**Placement view**

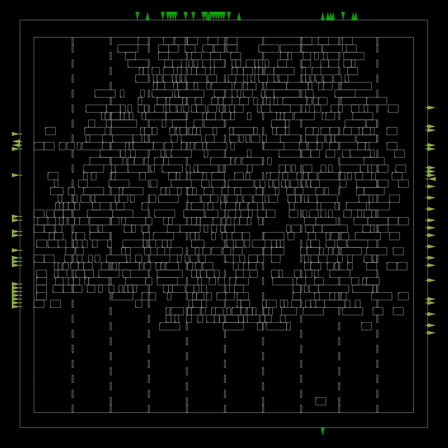
**Where the registers sit**

(2 px per um) Other sequential cells in the stronger gray, the rest of the logic in the fainter gray.
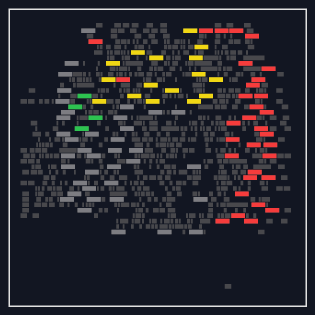
### src/rtl/seq_mult_pkg.sv
// Shared types and helpers for the parametrised shift-add multiplier.
package seq_mult_pkg;

    typedef enum logic [1:0] {
        IDLE = 2'd0,
        CALC = 2'd1,
        DONE = 2'd2
    } state_t;

    // Bits needed to count 0..w-1 iterations (at least one bit).
    function automatic int unsigned cnt_width(input int unsigned w);
        return (w > 2) ? $clog2(w) : 1;
    endfunction

endpackage

### src/rtl/seq_mult_datapath.sv
// Operand magnitude capture, radix-2 shift-add core and sign fix-up.
module seq_mult_datapath
#(
    parameter int unsigned WIDTH     = 16,
    parameter bit          SIGNED_EN = 1'b1
)
(
    input  logic                 clk,
    input  logic                 rst,
    input  logic                 load,
    input  logic                 step,
    input  logic                 last,
    input  logic [WIDTH-1:0]     multiplicand,
    input  logic [WIDTH-1:0]     multiplier,
    input  logic                 signed_mode,
    output logic [2*WIDTH-1:0]   product
);

    localparam int unsigned PW = 2 * WIDTH;

    logic [WIDTH-1:0] acc_q;
    logic [WIDTH-1:0] q_q;
    logic [WIDTH-1:0] a_abs_q;
    logic             neg_q;

    logic             sgn_c;
    logic [WIDTH-1:0] a_abs_c;
    logic [WIDTH-1:0] b_abs_c;
    logic [WIDTH-1:0] addend_c;
    logic [WIDTH:0]   sum_c;
    logic [PW-1:0]    shifted_c;
    logic [PW-1:0]    fixed_c;

    // Magnitudes at accept, partial-product add, shifted result and sign fix-up.
    always_comb begin
        sgn_c     = SIGNED_EN & signed_mode;
        a_abs_c   = (sgn_c && multiplicand[WIDTH-1]) ? (WIDTH'(0) - multiplicand) : multiplicand;
        b_abs_c   = (sgn_c && multiplier[WIDTH-1])   ? (WIDTH'(0) - multiplier)   : multiplier;
        addend_c  = q_q[0] ? a_abs_q : WIDTH'(0);
        sum_c     = {1'b0, acc_q} + {1'b0, addend_c};
        shifted_c = {sum_c, q_q[WIDTH-1:1]};
        fixed_c   = neg_q ? (PW'(0) - shifted_c) : shifted_c;
    end

    // Operand/accumulator registers; product captured on the final iteration.
    always_ff @(posedge clk) begin
        if (!rst) begin
            acc_q   <= '0;
            q_q     <= '0;
            a_abs_q <= '0;
            neg_q   <= 1'b0;
            product <= '0;
        end else if (load) begin
            acc_q   <= '0;
            q_q     <= b_abs_c;
            a_abs_q <= a_abs_c;
            neg_q   <= sgn_c & (multiplicand[WIDTH-1] ^ multiplier[WIDTH-1]);
        end else if (step) begin
            acc_q <= sum_c[WIDTH:1];
            q_q   <= {sum_c[0], q_q[WIDTH-1:1]};
            if (last) begin
                product <= fixed_c;
            end
        end
    end

endmodule

### src/rtl/seq_mult_param.sv
// Sequential WIDTH x WIDTH multiplier with valid/ready on both sides.
module seq_mult_param
    import seq_mult_pkg::*;
#(
    parameter int unsigned WIDTH     = 16,
    parameter bit          SIGNED_EN = 1'b1
)
(
    input  logic                 clk,
    input  logic                 rst,
    input  logic                 in_valid,
    output logic                 in_ready,
    input  logic [WIDTH-1:0]     multiplicand,
    input  logic [WIDTH-1:0]     multiplier,
    input  logic                 signed_mode,
    output logic                 out_valid,
    input  logic                 out_ready,
    output logic [2*WIDTH-1:0]   product,
    output logic                 busy
);

    localparam int unsigned CW = cnt_width(WIDTH);

    state_t        state_q;
    state_t        state_d;
    logic [CW-1:0] count_q;
    logic          accept_c;
    logic          step_c;
    logic          last_c;
    logic          in_ready_d;
    logic          busy_d;
    logic          out_valid_d;

    assign accept_c = in_valid && in_ready;
    assign step_c   = (state_q == CALC);
    assign last_c   = step_c && (count_q == CW'(WIDTH - 1));

    // State register.
    always_ff @(posedge clk) begin
        if (!rst) begin
            state_q <= IDLE;
        end else begin
            state_q <= state_d;
        end
    end

    // Next-state logic.
    always_comb begin
        state_d = state_q;
        case (state_q)
            IDLE:    if (accept_c)  state_d = CALC;
            CALC:    if (last_c)    state_d = DONE;
            DONE:    if (out_ready) state_d = IDLE;
            default:                state_d = IDLE;
        endcase
    end

    // Output decode from the upcoming state, so the flags register with it.
    always_comb begin
        in_ready_d  = (state_d == IDLE);
        busy_d      = (state_d != IDLE);
        out_valid_d = (state_d == DONE);
    end

    // Registered handshake/status outputs.
    always_ff @(posedge clk) begin
        if (!rst) begin
            in_ready  <= 1'b1;
            busy      <= 1'b0;
            out_valid <= 1'b0;
        end else begin
            in_ready  <= in_ready_d;
            busy      <= busy_d;
            out_valid <= out_valid_d;
        end
    end

    // Iteration counter, cleared on accept.
    always_ff @(posedge clk) begin
        if (!rst) begin
            count_q <= '0;
        end else if (accept_c) begin
            count_q <= '0;
        end else if (step_c) begin
            count_q <= count_q + CW'(1);
        end
    end

    seq_mult_datapath #(
        .WIDTH     (WIDTH),
        .SIGNED_EN (SIGNED_EN)
    ) u_datapath (
        .clk          (clk),
        .rst          (rst),
        .load         (accept_c),
        .step         (step_c),
        .last         (last_c),
        .multiplicand (multiplicand),
        .multiplier   (multiplier),
        .signed_mode  (signed_mode),
        .product      (product)
    );

endmodule

### config.mk
export PLATFORM = sky130hd
export DESIGN_NAME = seq_mult_param
export DESIGN_NICKNAME = d
export VERILOG_FILES = /design/src/rtl/seq_mult_pkg.sv /design/src/rtl/seq_mult_datapath.sv /design/src/rtl/seq_mult_param.sv
export SDC_FILE = /design/constraint.sdc
export NUM_CORES = 1
export LEC_CHECK = 0
export CAP_MARGIN = 20
export CORE_MARGIN = 5
export CORE_UTILIZATION = 30
export DETAILED_ROUTE_END_ITERATION = 12
export GPL_TIMING_DRIVEN = 1
export SETUP_SLACK_MARGIN = 0.5
export SKIP_LAST_GASP = 1
export SYNTH_ARGS = -nofsm -noshare
export SYNTH_HDL_FRONTEND = slang
export SYNTH_SLANG_ARGS = --single-unit
### constraint.sdc
create_clock -name clk -period 8.4 [get_ports clk]
set_clock_uncertainty 0.1 [all_clocks]
set_input_delay 1.26 -clock clk [delete_from_list [all_inputs] [get_ports clk]]
set_output_delay 1.26 -clock clk [all_outputs]
set_load 0.01 [all_outputs]
==> writeup.txt <==
Per the synth stats, the flop cell with the highest instance count is sky130_fd_sc_hd__dfxtp_1. For the synthesis area per yosys, the log shows 0.00569 mm^2. The number of detailed-route iterations in the first pass was 5. The post-synth count of flops with an enable pin is 0.

The placed instances occupy a cell area of 0.00652 mm^2. The AND-OR/OR-AND share of the synthesized area was 23.1%; the number of clock sinks was 90. In this run the power density over the cells is 162 mW/mm^2. Setup repair after global routing left no endpoint under its margin.

The flow measured a signed area growth from synthesis to layout of 20.6%. The tools report the number of DRC violations after detailed-routing iteration 0 as 330. Per the TritonCTS log, the buffer count is 9.

Pin placement for this block handled 72 I/O pins. Per the finish-stage timing summary, setup violations number 0. The run gives 4746 for the number of global-route vias before repair. The library cells used most frequently in the layout, excluding fill and tap cells, are sky130_fd_sc_hd__nand2_1 (118), sky130_fd_sc_hd__dfxtp_1 (90), sky130_fd_sc_hd__nor2_1 (86). After Yosys synthesis, full adders, half adders and majority gates account for 4.75% of the synthesized area.

The wire length recorded after detailed routing is 14500 um. For reference, the final report shows the max-slew violation count at 0. Warnings reported by Yosys during synthesis add up to 0. In the finished design, the share of the clock period the worst path needs comes to 44.1%.

The overall power came out at 1.11 mW. For the worst ir drop on vdd, the log shows 0.0857 mV. The run gives 30.4% for the initial core utilization. For reference, the final report shows the hold violation count at 0. The tools report the number of placed cells counting well taps as 997. Of the post-synthesis cell area, the part taken by muxes is 0.352%.

The row count is 50, and the total die size is 0.0218 mm^2. Using the TritonRoute via totals, the vias-per-cell ratio works out to 5.10. The flow ran to the end, and the final reports show no timing, DRC or antenna violations. The critical setup path kind is reg -> reg.

With the proportion of layout cells with a drive suffix above 1 at 5.01%, the final worst-path setup slack is 4.70 ns. A synthesized cell averages 7.77 um^2. Final-layout worst hold slack: 0.347 ns. With the half-perimeter wire length after detailed placement at 10800 um, the xor/xnor share of the synthesized area is 9.85%. Timing analysis after detailed placement gives a worst setup slack of 4.42 ns. The die is 148 um tall. The required time reported for the critical path endpoint came out at 8.51 ns. The initial antenna violation count is 0.
-- 'placement view' (at the start) --
register share of the cell area: 26.3%
core region area: 0.0187 mm^2

-- 'where the registers sit' (at the start) --
count_q: marked green, sequential cells 4. u_datapath.product: marked red, sequential cells 32. u_datapath.q_q: marked yellow, sequential cells 16, where top middle.
core occupancy in the finished layout: 36.7%
sequential logic power: 0.467 mW

[critical path: stages (launching register included)]
cell and delay, ns:
sky130_fd_sc_hd__dfxtp_1 0.54, sky130_fd_sc_hd__and2_1 0.21, sky130_fd_sc_hd__ha_1 0.19, sky130_fd_sc_hd__inv_1 0.06, sky130_fd_sc_hd__fa_1 0.41, sky130_fd_sc_hd__nand2b_1 0.20
sky130_fd_sc_hd__a21oi_1 0.27, sky130_fd_sc_hd__xnor2_1 0.15, sky130_fd_sc_hd__or4_1 0.57, sky130_fd_sc_hd__or4_1 0.46, sky130_fd_sc_hd__o21ai_1 0.16, sky130_fd_sc_hd__xor2_1 0.17
sky130_fd_sc_hd__a21oi_1 0.08
[layout make-up]
type / count / area [um^2]
multi-input cells: 582 / 3620
repair buffers: 76 / 748
clock inverters: 4 / 72.6
inverters: 15 / 56.3
clock buffers: 12 / 267
fillers: 1963 / 11800
flip-flops and latches: 90 / 1800
well taps: 234 / 293
[final timing paths]
path / from / endpoint / slack (ns)
max: u_datapath.q_q[0] / u_datapath.product[25] / 4.70
min: u_datapath.a_abs_q[8] / u_datapath.a_abs_q[8] / 0.35
max reg2reg: u_datapath.q_q[0] / u_datapath.product[25] / 4.70
min reg2reg: u_datapath.a_abs_q[8] / u_datapath.a_abs_q[8] / 0.35
[registers in the layout, summed over array words and instances, names as in the netlist]
register / flops
u_datapath.product: 32
u_datapath.a_abs_q: 16
u_datapath.acc_q: 16
u_datapath.q_q: 16
count_q: 4
state_q: 2
busy: 1
in_ready: 1
out_valid: 1
u_datapath.neg_q: 1
[where the power goes]
part / internal (mW) / leakage [nW] / switching (mW)
registers: 0.445 / 0.733 / 0.0216
logic: 0.0805 / 1.62 / 0.111
clock network: 0.284 / 0.165 / 0.168
[routing by layer]
layer	wire length (um)	vias to the layer above	GRT usage (%)	part of all wire (%)
li1	-	2686	-	-
met1	7700	2345	20.4	53
met2	5810	120	18.6	40
met3	833	12	3.40	5.7
met4	182	0	3.40	1.3
met5	0	-	0	0
[synth_stat cells (all sizes together), types with 2 or more instances]
cell | n | share of area (%)
nand2 | 118 | 7.8
dfxtp | 90 | 32
nor2 | 86 | 5.7
a21oi | 52 | 4.6
xor2 | 44 | 6.8
o21ai | 39 | 3.6
a211oi | 36 | 4.9
clkbuf | 29 | 1.9
and2 | 21 | 2.3
ha | 20 | 4.4
xnor2 | 20 | 3.1
buf | 16 | 2.0
a311oi | 15 | 2.3
inv | 14 | 0.92
o31ai | 13 | 1.8
or4 | 10 | 1.4
nor3 | 9 | 0.79
nand3 | 8 | 0.70
nand2b | 7 | 0.77
o211ai | 7 | 1.0
and3 | 6 | 0.66
nor4 | 6 | 1.2
or3 | 6 | 0.75
a21o | 5 | 0.66
nor3b | 4 | 0.53
o41ai | 4 | 0.62
a211o | 3 | 0.46
a31oi | 3 | 0.33
nand3b | 3 | 0.40
nor2b | 3 | 0.33
o21a | 3 | 0.40
or2 | 3 | 0.37
a2111oi | 2 | 0.31
mux2i | 2 | 0.35
nand4 | 2 | 0.22
nor4b | 2 | 0.57
o2111ai | 2 | 0.31
No activity file was given, so power comes from the tool's default toggle rates.
